==> config.mk <==
export PLATFORM = sky130hd
export DESIGN_NAME = param_code_lock_flat
export DESIGN_NICKNAME = d
export VERILOG_FILES = /design/src/rtl/param_code_lock_if.sv /design/src/rtl/param_code_lock.sv /design/src/flat_wrapper.sv
export SDC_FILE = /design/constraint.sdc
export NUM_CORES = 1
export LEC_CHECK = 0
export CAP_MARGIN = 20
export CORE_AREA = 2 2 106 67
export CTS_CLUSTER_DIAMETER = 150
export DETAILED_ROUTE_END_ITERATION = 8
export DIE_AREA = 0 0 108 69
export PLACE_DENSITY = 0.79
export SKIP_LAST_GASP = 1
export SLEW_MARGIN = 10
export SYNTH_ARGS = -nofsm -noshare
export SYNTH_HDL_FRONTEND = slang
export SYNTH_SLANG_ARGS = --single-unit
==> constraint.sdc <==
create_clock -name clk -period 3.6 [get_ports clk]
set_input_delay 0.36 -clock clk [delete_from_list [all_inputs] [get_ports clk]]
set_output_delay 0.36 -clock clk [all_outputs]
set_load 0.05 [all_outputs]
==> src/rtl/param_code_lock_if.sv <==
// Keypad/display bundle for param_code_lock: key strobes in, lock status and entry display out.
interface param_code_lock_if #(
  parameter int DIGITS = 4
);
  logic                  key_valid;
  logic [3:0]            key_value;
  logic                  unlocked;
  logic                  lockout;
  logic [2:0]            state;
  logic [4*DIGITS-1:0]   entry_digits;
  logic [3:0]            entry_cnt;
  logic [3:0]            fail_cnt;
  logic                  ok_pulse;
  logic                  err_pulse;

  modport master (
    output key_valid, key_value,
    input  unlocked, lockout, state, entry_digits, entry_cnt, fail_cnt, ok_pulse, err_pulse
  );

  modport slave (
    input  key_valid, key_value,
    output unlocked, lockout, state, entry_digits, entry_cnt, fail_cnt, ok_pulse, err_pulse
  );
endinterface

==> src/rtl/param_code_lock.sv <==
// Keypad code lock with programmable code, failed-attempt lockout and optional entry idle timeout.
// Define CODE_LOCK_ENTRY_TIMEOUT_EN to enable the ENTRY/PROGRAM inactivity timeout.
module param_code_lock #(
  parameter int                  DIGITS       = 4,
  parameter logic [4*DIGITS-1:0] DEFAULT_CODE = 16'h1234,
  parameter int                  MAX_TRIES    = 3,
  parameter int                  LOCKOUT_CYC  = 1_250_000_000,
  parameter int                  TIMEOUT_CYC  = 625_000_000
) (
  input  logic               clk,
  input  logic               rst,
  param_code_lock_if.slave   bus
);

  localparam int EW = 4 * DIGITS;
  localparam int LW = $clog2(LOCKOUT_CYC + 1);

  localparam logic [LW-1:0] LOCK_LAST = LW'(LOCKOUT_CYC - 1);
  localparam logic [3:0]    LAST_IDX  = 4'(DIGITS - 1);
  localparam logic [3:0]    MAX_FAIL  = 4'(MAX_TRIES);

  localparam logic [2:0] S_LOCKED   = 3'd0;
  localparam logic [2:0] S_ENTRY    = 3'd1;
  localparam logic [2:0] S_CHECK    = 3'd2;
  localparam logic [2:0] S_UNLOCKED = 3'd3;
  localparam logic [2:0] S_PROGRAM  = 3'd4;
  localparam logic [2:0] S_LOCKOUT  = 3'd5;

  localparam logic [3:0] K_PROGRAM = 4'hA;
  localparam logic [3:0] K_CLEAR   = 4'hE;
  localparam logic [3:0] K_RELOCK  = 4'hF;

  logic [2:0]    state;
  logic [EW-1:0] code;
  logic [EW-1:0] entry_digits;
  logic [3:0]    entry_cnt;
  logic [3:0]    fail_cnt;
  logic          ok_pulse;
  logic          err_pulse;
  logic [LW-1:0] lock_cnt;

  logic          is_digit;
  logic          is_prog;
  logic          is_clear;
  logic          is_relock;
  logic          last_digit;
  logic [EW-1:0] entry_next;
  logic [3:0]    fail_next;
  logic          idle_expired;

  assign is_digit   = bus.key_valid && (bus.key_value <= 4'd9);
  assign is_prog    = bus.key_valid && (bus.key_value == K_PROGRAM);
  assign is_clear   = bus.key_valid && (bus.key_value == K_CLEAR);
  assign is_relock  = bus.key_valid && (bus.key_value == K_RELOCK);
  assign last_digit = (entry_cnt == LAST_IDX);
  assign entry_next = (entry_digits << 4) | EW'(bus.key_value);
  assign fail_next  = fail_cnt + 4'd1;

`ifdef CODE_LOCK_ENTRY_TIMEOUT_EN
  localparam int            IW        = $clog2(TIMEOUT_CYC + 1);
  localparam logic [IW-1:0] IDLE_LAST = IW'(TIMEOUT_CYC - 1);

  logic [IW-1:0] idle_cnt;
  logic          waiting;

  assign waiting      = (state == S_ENTRY) || (state == S_PROGRAM);
  assign idle_expired = waiting && !bus.key_valid && (idle_cnt == IDLE_LAST);

  always_ff @(posedge clk) begin
    if (rst || !waiting || bus.key_valid || idle_expired) idle_cnt <= '0;
    else                                                  idle_cnt <= idle_cnt + IW'(1);
  end
`else
  assign idle_expired = 1'b0;
`endif

  // NOTE: every register here is updated with <= so all branches see the pre-edge values;
  // the stored code is an ordinary register and must reset to DEFAULT_CODE like the rest.
  always_ff @(posedge clk) begin
    if (rst) begin
      state        <= S_LOCKED;
      code         <= DEFAULT_CODE;
      entry_digits <= '0;
      entry_cnt    <= '0;
      fail_cnt     <= '0;
      ok_pulse     <= 1'b0;
      err_pulse    <= 1'b0;
      lock_cnt     <= '0;
    end else begin
      ok_pulse  <= 1'b0;
      err_pulse <= 1'b0;
      case (state)
        S_LOCKED: begin
          if (is_digit) begin
            entry_digits <= EW'(bus.key_value);
            entry_cnt    <= 4'd1;
            state        <= (DIGITS == 1) ? S_CHECK : S_ENTRY;
          end
        end
        S_ENTRY: begin
          if (is_digit) begin
            entry_digits <= entry_next;
            entry_cnt    <= entry_cnt + 4'd1;
            if (last_digit) state <= S_CHECK;
          end else if (is_clear || idle_expired) begin
            entry_digits <= '0;
            entry_cnt    <= '0;
            state        <= S_LOCKED;
          end
        end
        S_CHECK: begin
          entry_digits <= '0;
          entry_cnt    <= '0;
          if (entry_digits == code) begin
            ok_pulse <= 1'b1;
            fail_cnt <= '0;
            state    <= S_UNLOCKED;
          end else begin
            err_pulse <= 1'b1;
            fail_cnt  <= fail_next;
            state     <= (fail_next == MAX_FAIL) ? S_LOCKOUT : S_LOCKED;
          end
        end
        S_UNLOCKED: begin
          if (is_relock) begin
            state <= S_LOCKED;
          end else if (is_prog) begin
            entry_digits <= '0;
            entry_cnt    <= '0;
            state        <= S_PROGRAM;
          end
        end
        S_PROGRAM: begin
          if (is_digit) begin
            if (last_digit) begin
              code         <= entry_next;
              entry_digits <= '0;
              entry_cnt    <= '0;
              state        <= S_UNLOCKED;
            end else begin
              entry_digits <= entry_next;
              entry_cnt    <= entry_cnt + 4'd1;
            end
          end else if (is_clear || is_relock || idle_expired) begin
            entry_digits <= '0;
            entry_cnt    <= '0;
            state        <= is_relock ? S_LOCKED : S_UNLOCKED;
          end
        end
        S_LOCKOUT: begin
          // Counter runs 0..LOCKOUT_CYC-1, so LOCKOUT is held for exactly LOCKOUT_CYC cycles.
          if (lock_cnt == LOCK_LAST) begin
            lock_cnt <= '0;
            fail_cnt <= '0;
            state    <= S_LOCKED;
          end else begin
            lock_cnt <= lock_cnt + LW'(1);
          end
        end
        default: begin
          entry_digits <= '0;
          entry_cnt    <= '0;
          state        <= S_LOCKED;
        end
      endcase
    end
  end

  assign bus.state        = state;
  assign bus.unlocked     = (state == S_UNLOCKED) || (state == S_PROGRAM);
  assign bus.lockout      = (state == S_LOCKOUT);
  assign bus.entry_digits = entry_digits;
  assign bus.entry_cnt    = entry_cnt;
  assign bus.fail_cnt     = fail_cnt;
  assign bus.ok_pulse     = ok_pulse;
  assign bus.err_pulse    = err_pulse;

endmodule
==> src/flat_wrapper.sv <==
// flat-port wrapper written by rule: the top's interface ports become plain ports
module param_code_lock_flat 
#(
  parameter int                  DIGITS       = 4,
  parameter logic [4*DIGITS-1:0] DEFAULT_CODE = 16'h1234,
  parameter int                  MAX_TRIES    = 3,
  parameter int                  LOCKOUT_CYC  = 1_250_000_000,
  parameter int                  TIMEOUT_CYC  = 625_000_000
)
  (clk, rst, bus_key_valid, bus_key_value, bus_unlocked, bus_lockout, bus_state, bus_entry_digits, bus_entry_cnt, bus_fail_cnt, bus_ok_pulse, bus_err_pulse);
  param_code_lock_if #(.DIGITS(DIGITS)) bus_i ();
  input  logic clk;
  input  logic rst;
  input wire logic [$bits(bus_i.key_valid)-1:0] bus_key_valid;
  input wire logic [$bits(bus_i.key_value)-1:0] bus_key_value;
  output wire logic [$bits(bus_i.unlocked)-1:0] bus_unlocked;
  output wire logic [$bits(bus_i.lockout)-1:0] bus_lockout;
  output wire logic [$bits(bus_i.state)-1:0] bus_state;
  output wire logic [$bits(bus_i.entry_digits)-1:0] bus_entry_digits;
  output wire logic [$bits(bus_i.entry_cnt)-1:0] bus_entry_cnt;
  output wire logic [$bits(bus_i.fail_cnt)-1:0] bus_fail_cnt;
  output wire logic [$bits(bus_i.ok_pulse)-1:0] bus_ok_pulse;
  output wire logic [$bits(bus_i.err_pulse)-1:0] bus_err_pulse;
  assign bus_i.key_valid = bus_key_valid;
  assign bus_i.key_value = bus_key_value;
  assign bus_unlocked = bus_i.unlocked;
  assign bus_lockout = bus_i.lockout;
  assign bus_state = bus_i.state;
  assign bus_entry_digits = bus_i.entry_digits;
  assign bus_entry_cnt = bus_i.entry_cnt;
  assign bus_fail_cnt = bus_i.fail_cnt;
  assign bus_ok_pulse = bus_i.ok_pulse;
  assign bus_err_pulse = bus_i.err_pulse;
  param_code_lock #(.DIGITS(DIGITS), .DEFAULT_CODE(DEFAULT_CODE), .MAX_TRIES(MAX_TRIES), .LOCKOUT_CYC(LOCKOUT_CYC), .TIMEOUT_CYC(TIMEOUT_CYC)) u_core (.clk(clk), .rst(rst), .bus(bus_i));
endmodule
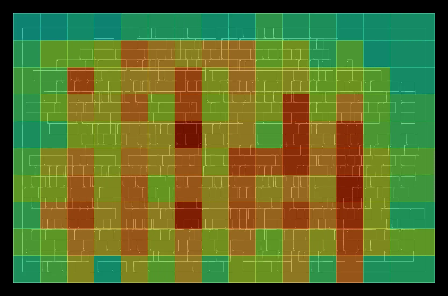
Fig. 1. Track usage over the die (run 1).
All-Layer GR Usage: 0.2568
GRT busiest layer: met1
final core utilization: 0.6850

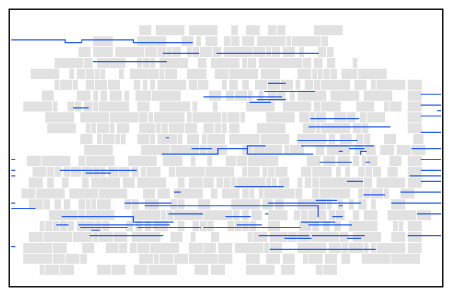
Fig. 2. Metal 3 (run 1).
(4 px per micron) Cells faint in the background.
56 nets have wire on it. The layer carries 736 microns of wire. The longest straight run is 43.2 microns. The layer holds 8.1% of the routed length.
final wirelength: 9.063 mm
met3 usage: 0.06244

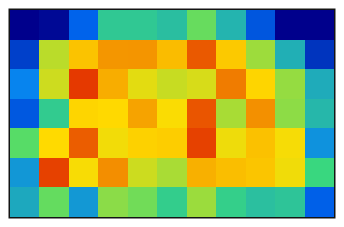
Fig. 3. Cell area per tile (run 1).
(3 px per micron) The die is cut into 11 by 7 equal tiles; dark blue is low, red is high, 0 to 100% covered.
The fullest tile reaches 94%. 34% of the tiles are over 75% full. The emptiest ninth of the die: top right. The mean over all tiles is 58%. 5.2% of the tiles are nearly empty. The densest ninth of the die: middle.
core area: 0.006475 sq mm
Core Util at FP: 0.5859

==> impl_metrics.env, run 1 <==
# physical design summary
export IMPL_mi_logic_area_sq_mm=0.002128
export IMPL_top_cell="dfxtp_1"
export IMPL_comb_share=0.4798
export IMPL_antenna_found_initial=0
export IMPL_ys_types=61
export IMPL_lay_top_cells="dfxtp_1 (76), nor2_1 (48), clkdlybuf4s50_1 (37)"
export IMPL_seq_cell_count=76
export IMPL_met1_usage=0.4018
export IMPL_ant_nets=0
export IMPL_drive_gt1_frac=0.08639
export IMPL_synth_area_sq_mm=0.003794
export IMPL_dp_cells=533
export IMPL_rsz0062_at_grt="no"
export IMPL_slowest_stage="clkdlybuf4s50_1"
export IMPL_leakagePower_nw=1.560
export IMPL_power_frac_seq=0.494
export IMPL_slew_violations=0
export IMPL_worst_slew_pin_slew_ps=805.5
export IMPL_fin_crit_ps=2792
export IMPL_ys_area_sq_mm=0.003794
export IMPL_path_cells="and2b_1 -> nand2_1 -> nand2_1 -> clkdlybuf4s50_1"
export IMPL_async_reset_ff_frac=0
export IMPL_hold_violations=0
export IMPL_power_share_clock=0.423
export IMPL_clk_share=0.05134
export IMPL_mux_share=0.04782
export IMPL_ios=38
export IMPL_topCellsByArea="dfxtp_1 (40%), xnor2_1 (5.1%), xor2_1 (4.8%)"
export IMPL_path_clk_slew_ps=80
export IMPL_skew_ps=7.448
export IMPL_worstPathArrival_ps=2430
export IMPL_syn_area_per_cell_sq_um=8.905
export IMPL_buffers=43
export IMPL_whs_ps=479.2
export IMPL_insertion_delay_ps=360
export IMPL_top_area_cell="dfxtp_1"
export IMPL_critPathLaunchType="flip-flop"
export IMPL_synthTopLogicFamily="simple AND/OR/NAND/NOR gates"
export IMPL_cts_resized=0
export IMPL_num_antenna_cells=0
export IMPL_warning_count=27
export IMPL_p_total_mw=1.759
export IMPL_status="finished clean"
export IMPL_grt_pass1_vias=2995
export IMPL_fp_nets=437
export IMPL_cts_sinks=76
export IMPL_max_stage_delay_ps=810
export IMPL_largestClassByArea="multi-input combinational cells"
export IMPL_lay_top_count="dfxtp_1"
export IMPL_synthTopCellsByCount="dfxtp_1 (76), nor2_1 (48), nand2_1 (29)"
export IMPL_hold_path_class="reg2reg"
export IMPL_top_cell_area_share=0.4011
export IMPL_edf_count=0
export IMPL_pg_clk_uw=743
export IMPL_avgViaCountPerCell=5.896
export IMPL_p_seq_uw=868
export IMPL_place_gp_congestion=0.9952
export IMPL_grt_pass1_wl_mm=15.26
export IMPL_drcViolationCount=0
export IMPL_placed_cell_area_sq_mm=0.004200
export IMPL_crit_fanout=13
export IMPL_ys_seq_share=0.4011
export IMPL_p_per_area_mw_per_mm2=396.6
export IMPL_nonClkBufAreaFrac=0.09365
export IMPL_cts_setup_buffers=0
export IMPL_fmax_mhz=358.2
export IMPL_seq_share=0.3430
export IMPL_cts_buffer_depth=2
export IMPL_cts_root_buf="clkbuf_8"
export IMPL_ys_ff=76
export IMPL_r2r_slack_ps=1140
export IMPL_crit_start="u_core.bus.state[0]$_SDFFE_PP0P_"
export IMPL_cts_tree="done"
export IMPL_die_area_sq_mm=0.007452
export IMPL_vias=3243
export IMPL_ff2ff_path_depth=6
export IMPL_nets=469
export IMPL_fin_setup_tns_ps=0
export IMPL_dieWidth_microns=108
export IMPL_yosys_warnings=0
export IMPL_top_power_group="sequential cells"
export IMPL_required_ps=3240
export IMPL_synth_xor_area_share=0.09927
export IMPL_hold_buffers=0
export IMPL_endpoint="bus_unlocked"
export IMPL_ys_cells=426
export IMPL_net_switching_power_uw=431.7
export IMPL_num_nonclk_inverters=9
export IMPL_grt_use_met2=0.3438
export IMPL_synth_adder_area_share=0.01319
export IMPL_grt_max_degree=26
export IMPL_hold_path_end="u_core.lock_cnt[1]$_SDFFE_PP0N_"
export IMPL_n_clock_buffer=13
export IMPL_drv_cap=0
export IMPL_grt_ovfl_total=0
export IMPL_rows=23
export IMPL_syn_inst=426
export IMPL_path_common_cell="nand2_1"
export IMPL_setup_viol=0
export IMPL_comb_power_uw=148
export IMPL_dp_hpwl_mm=6.271
export IMPL_relSlewSlack=0.4610
export IMPL_layout_setup_ws_ps=808.2
export IMPL_period_used=0.7755
export IMPL_aoi_share=0.1392
export IMPL_numPortBuffers=37
export IMPL_drt_iter0_drc=230
export IMPL_dp_slack_ps=726.0
export IMPL_ir_drop_v=0.0002953
export IMPL_final_seq_area_sq_mm=0.001521
export IMPL_cp_end_kind="output pin"
export IMPL_final_cell_area_sq_mm=0.004436
[run 1: worst max-delay path, delay by kind of cell, from the launching register on]
| family | cells | cell delay, ps |
|---|---|---|
| simple gates | 3 | 570 |
| buf+inv | 1 | 810 |
| flops | 1 | 680 |
[run 1: metal layers]
metal / routed length, microns / vias to the layer above
li1: - / 1598
met5: 0 / -
met1: 4570 / 1499
met4: 94 / 0
met3: 736 / 10
met2: 3662 / 136
[run 1: flip-flops by register name, indices dropped and copies added (netlist names)]
signal,cells
u_core.bus.state,3
u_core.bus.err_pulse,1
u_core.bus.entry_digits,16
u_core.bus.ok_pulse,1
u_core.code,16
u_core.lock_cnt,31
u_core.bus.entry_cnt,4
u_core.bus.fail_cnt,4
Fig. 4: run 1, clock distribution
(3 px per micron)
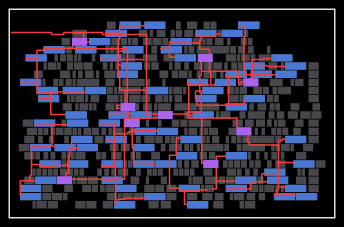

==> inputs of run 2 (changes only) <==
- CORE_AREA: 2 2 106 67 -> 2 2 109 69
- DIE_AREA: 0 0 108 69 -> 0 0 111 71
- PLACE_DENSITY: 0.79 -> 0.75
- clock period: 3.6 -> 2.9 ns (I/O delays scaled with it)
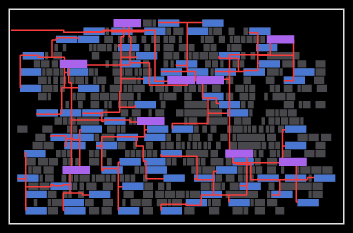
Fig. 5. Clock distribution (run 2).
(3 px per micron)
Red is clock wires, length 981 microns. Purple is clock-net drivers, count 9. Blue is flip-flops, count 76.
Position of the flops: spread over the die. There are 10 routed clock nets.
Clock Skew: 5.851 ps
Insertion Delay late pin: 340 ps

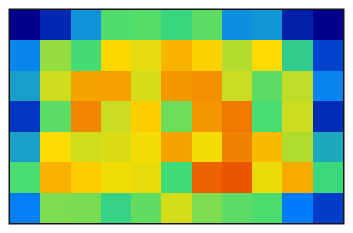
Fig. 6. Cell area per tile (run 2).
(3 px per micron) The die is cut into 11 by 7 equal tiles; dark blue is low, red is high, 0 to 100% covered.
2.6% of the tiles are nearly empty. The densest ninth of the die: middle. The fullest tile reaches 90%. The mean over all tiles is 57%. 26% of the tiles are over 75% full.
Core Util at FP: 0.5469
final core utilization: 0.6627
core area: 0.006937 sq mm

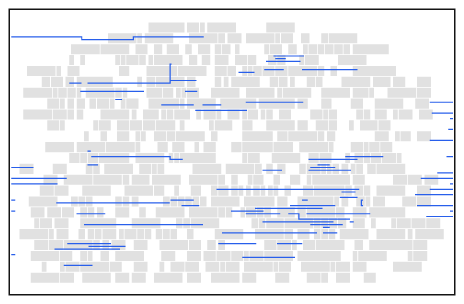
Fig. 7. Metal 3 (run 2).
(4 px per micron) Cells faint in the background.
met3 usage: 0.07712
Via Count: 3,286
final wirelength: 9.332 mm

==> run 2 against run 1 <==
Against the previous run: die area increased by 5.8%; clock-buffer cell count decreased by 1; worst hold slack improved by 4.2 ps; setup slack got worse by 640 ps; highest routed layer unchanged.
==> impl_metrics.env, run 2 <==
# physical design summary
export IMPL_ir_drop_v=0.0004257
export IMPL_placed_cell_area_sq_mm=0.004228
export IMPL_dp_cells=540
export IMPL_drcViolationCount=0
export IMPL_critPathLaunchType="flip-flop"
export IMPL_ant_nets=0
export IMPL_crit_buf_inv=1
export IMPL_power_share_clock=0.509
export IMPL_cts_resized=0
export IMPL_met1_usage=0.3643
export IMPL_syn_area_per_cell_sq_um=8.905
export IMPL_worst_slew_pin_slew_ps=767.4
export IMPL_p_per_area_mw_per_mm2=560.5
export IMPL_fin_crit_ps=2733
export IMPL_num_nonclk_inverters=9
export IMPL_p_seq_mw=1.08
export IMPL_status="finished clean"
export IMPL_buffers=46
export IMPL_top_area_cell="dfxtp_1"
export IMPL_cts_buffer_depth=2
export IMPL_highest_layer="met4"
export IMPL_pg_clk_mw=1.31
export IMPL_power_frac_seq=0.419
export IMPL_aoi_share=0.1392
export IMPL_period_used=0.9426
export IMPL_num_antenna_cells=0
export IMPL_seq_share=0.3310
export IMPL_cts_tree="done"
export IMPL_drv_cap=0
export IMPL_topCellsByArea="dfxtp_1 (40%), xnor2_1 (5.1%), xor2_1 (4.8%)"
export IMPL_synth_xor_area_share=0.09927
export IMPL_net_switching_power_uw=574.7
export IMPL_ios=38
export IMPL_slowest_stage="clkdlybuf4s50_1"
export IMPL_ys_cells=426
export IMPL_cp_end_kind="output pin"
export IMPL_place_gp_congestion=0.9094
export IMPL_cts_sinks=76
export IMPL_clk_share=0.07648
export IMPL_top_usage_layer="met1"
export IMPL_antenna_found_initial=0
export IMPL_warning_count=27
export IMPL_final_cell_area_sq_mm=0.004597
export IMPL_lay_top_count="dfxtp_1"
export IMPL_async_reset_ff_frac=0
export IMPL_slew_violations=0
export IMPL_crit_family="buffers and inverters"
export IMPL_comb_share=0.4652
export IMPL_synthTopLogicFamily="simple AND/OR/NAND/NOR gates"
export IMPL_path_common_cell="nand2_1"
export IMPL_whs_ps=483.4
export IMPL_dieWidth_microns=111
export IMPL_final_seq_area_sq_mm=0.001521
export IMPL_cts_setup_buffers=0
export IMPL_path_cells="and2b_1 -> nand2_1 -> nand2_1 -> clkdlybuf4s50_1"
export IMPL_drt_iter0_drc=221
export IMPL_wl_met1_mm=4.733
export IMPL_grt_ovfl_total=0
export IMPL_crit_fanout=13
export IMPL_seq_cell_count=76
export IMPL_grt_pass1_wl_mm=15.51
export IMPL_syn_inst=426
export IMPL_largest_reg_flops=31
==> run 2: worst paths after layout <==
check | depth (start not counted) | end | startpoint | slack [ps]
worst max register to register | 7 | u_core.bus.entry_digits[13]$_SDFFE_PP0P_ | u_core.bus.entry_cnt[0]$_SDFFE_PP0P_ | 550
worst min register to register | 2 | u_core.lock_cnt[30]$_SDFFE_PP0N_ | u_core.lock_cnt[30]$_SDFFE_PP0N_ | 480
worst min-delay path | 2 | u_core.lock_cnt[30]$_SDFFE_PP0N_ | u_core.lock_cnt[30]$_SDFFE_PP0N_ | 480
worst max-delay path | 4 | bus_unlocked | u_core.bus.state[0]$_SDFFE_PP0P_ | 170
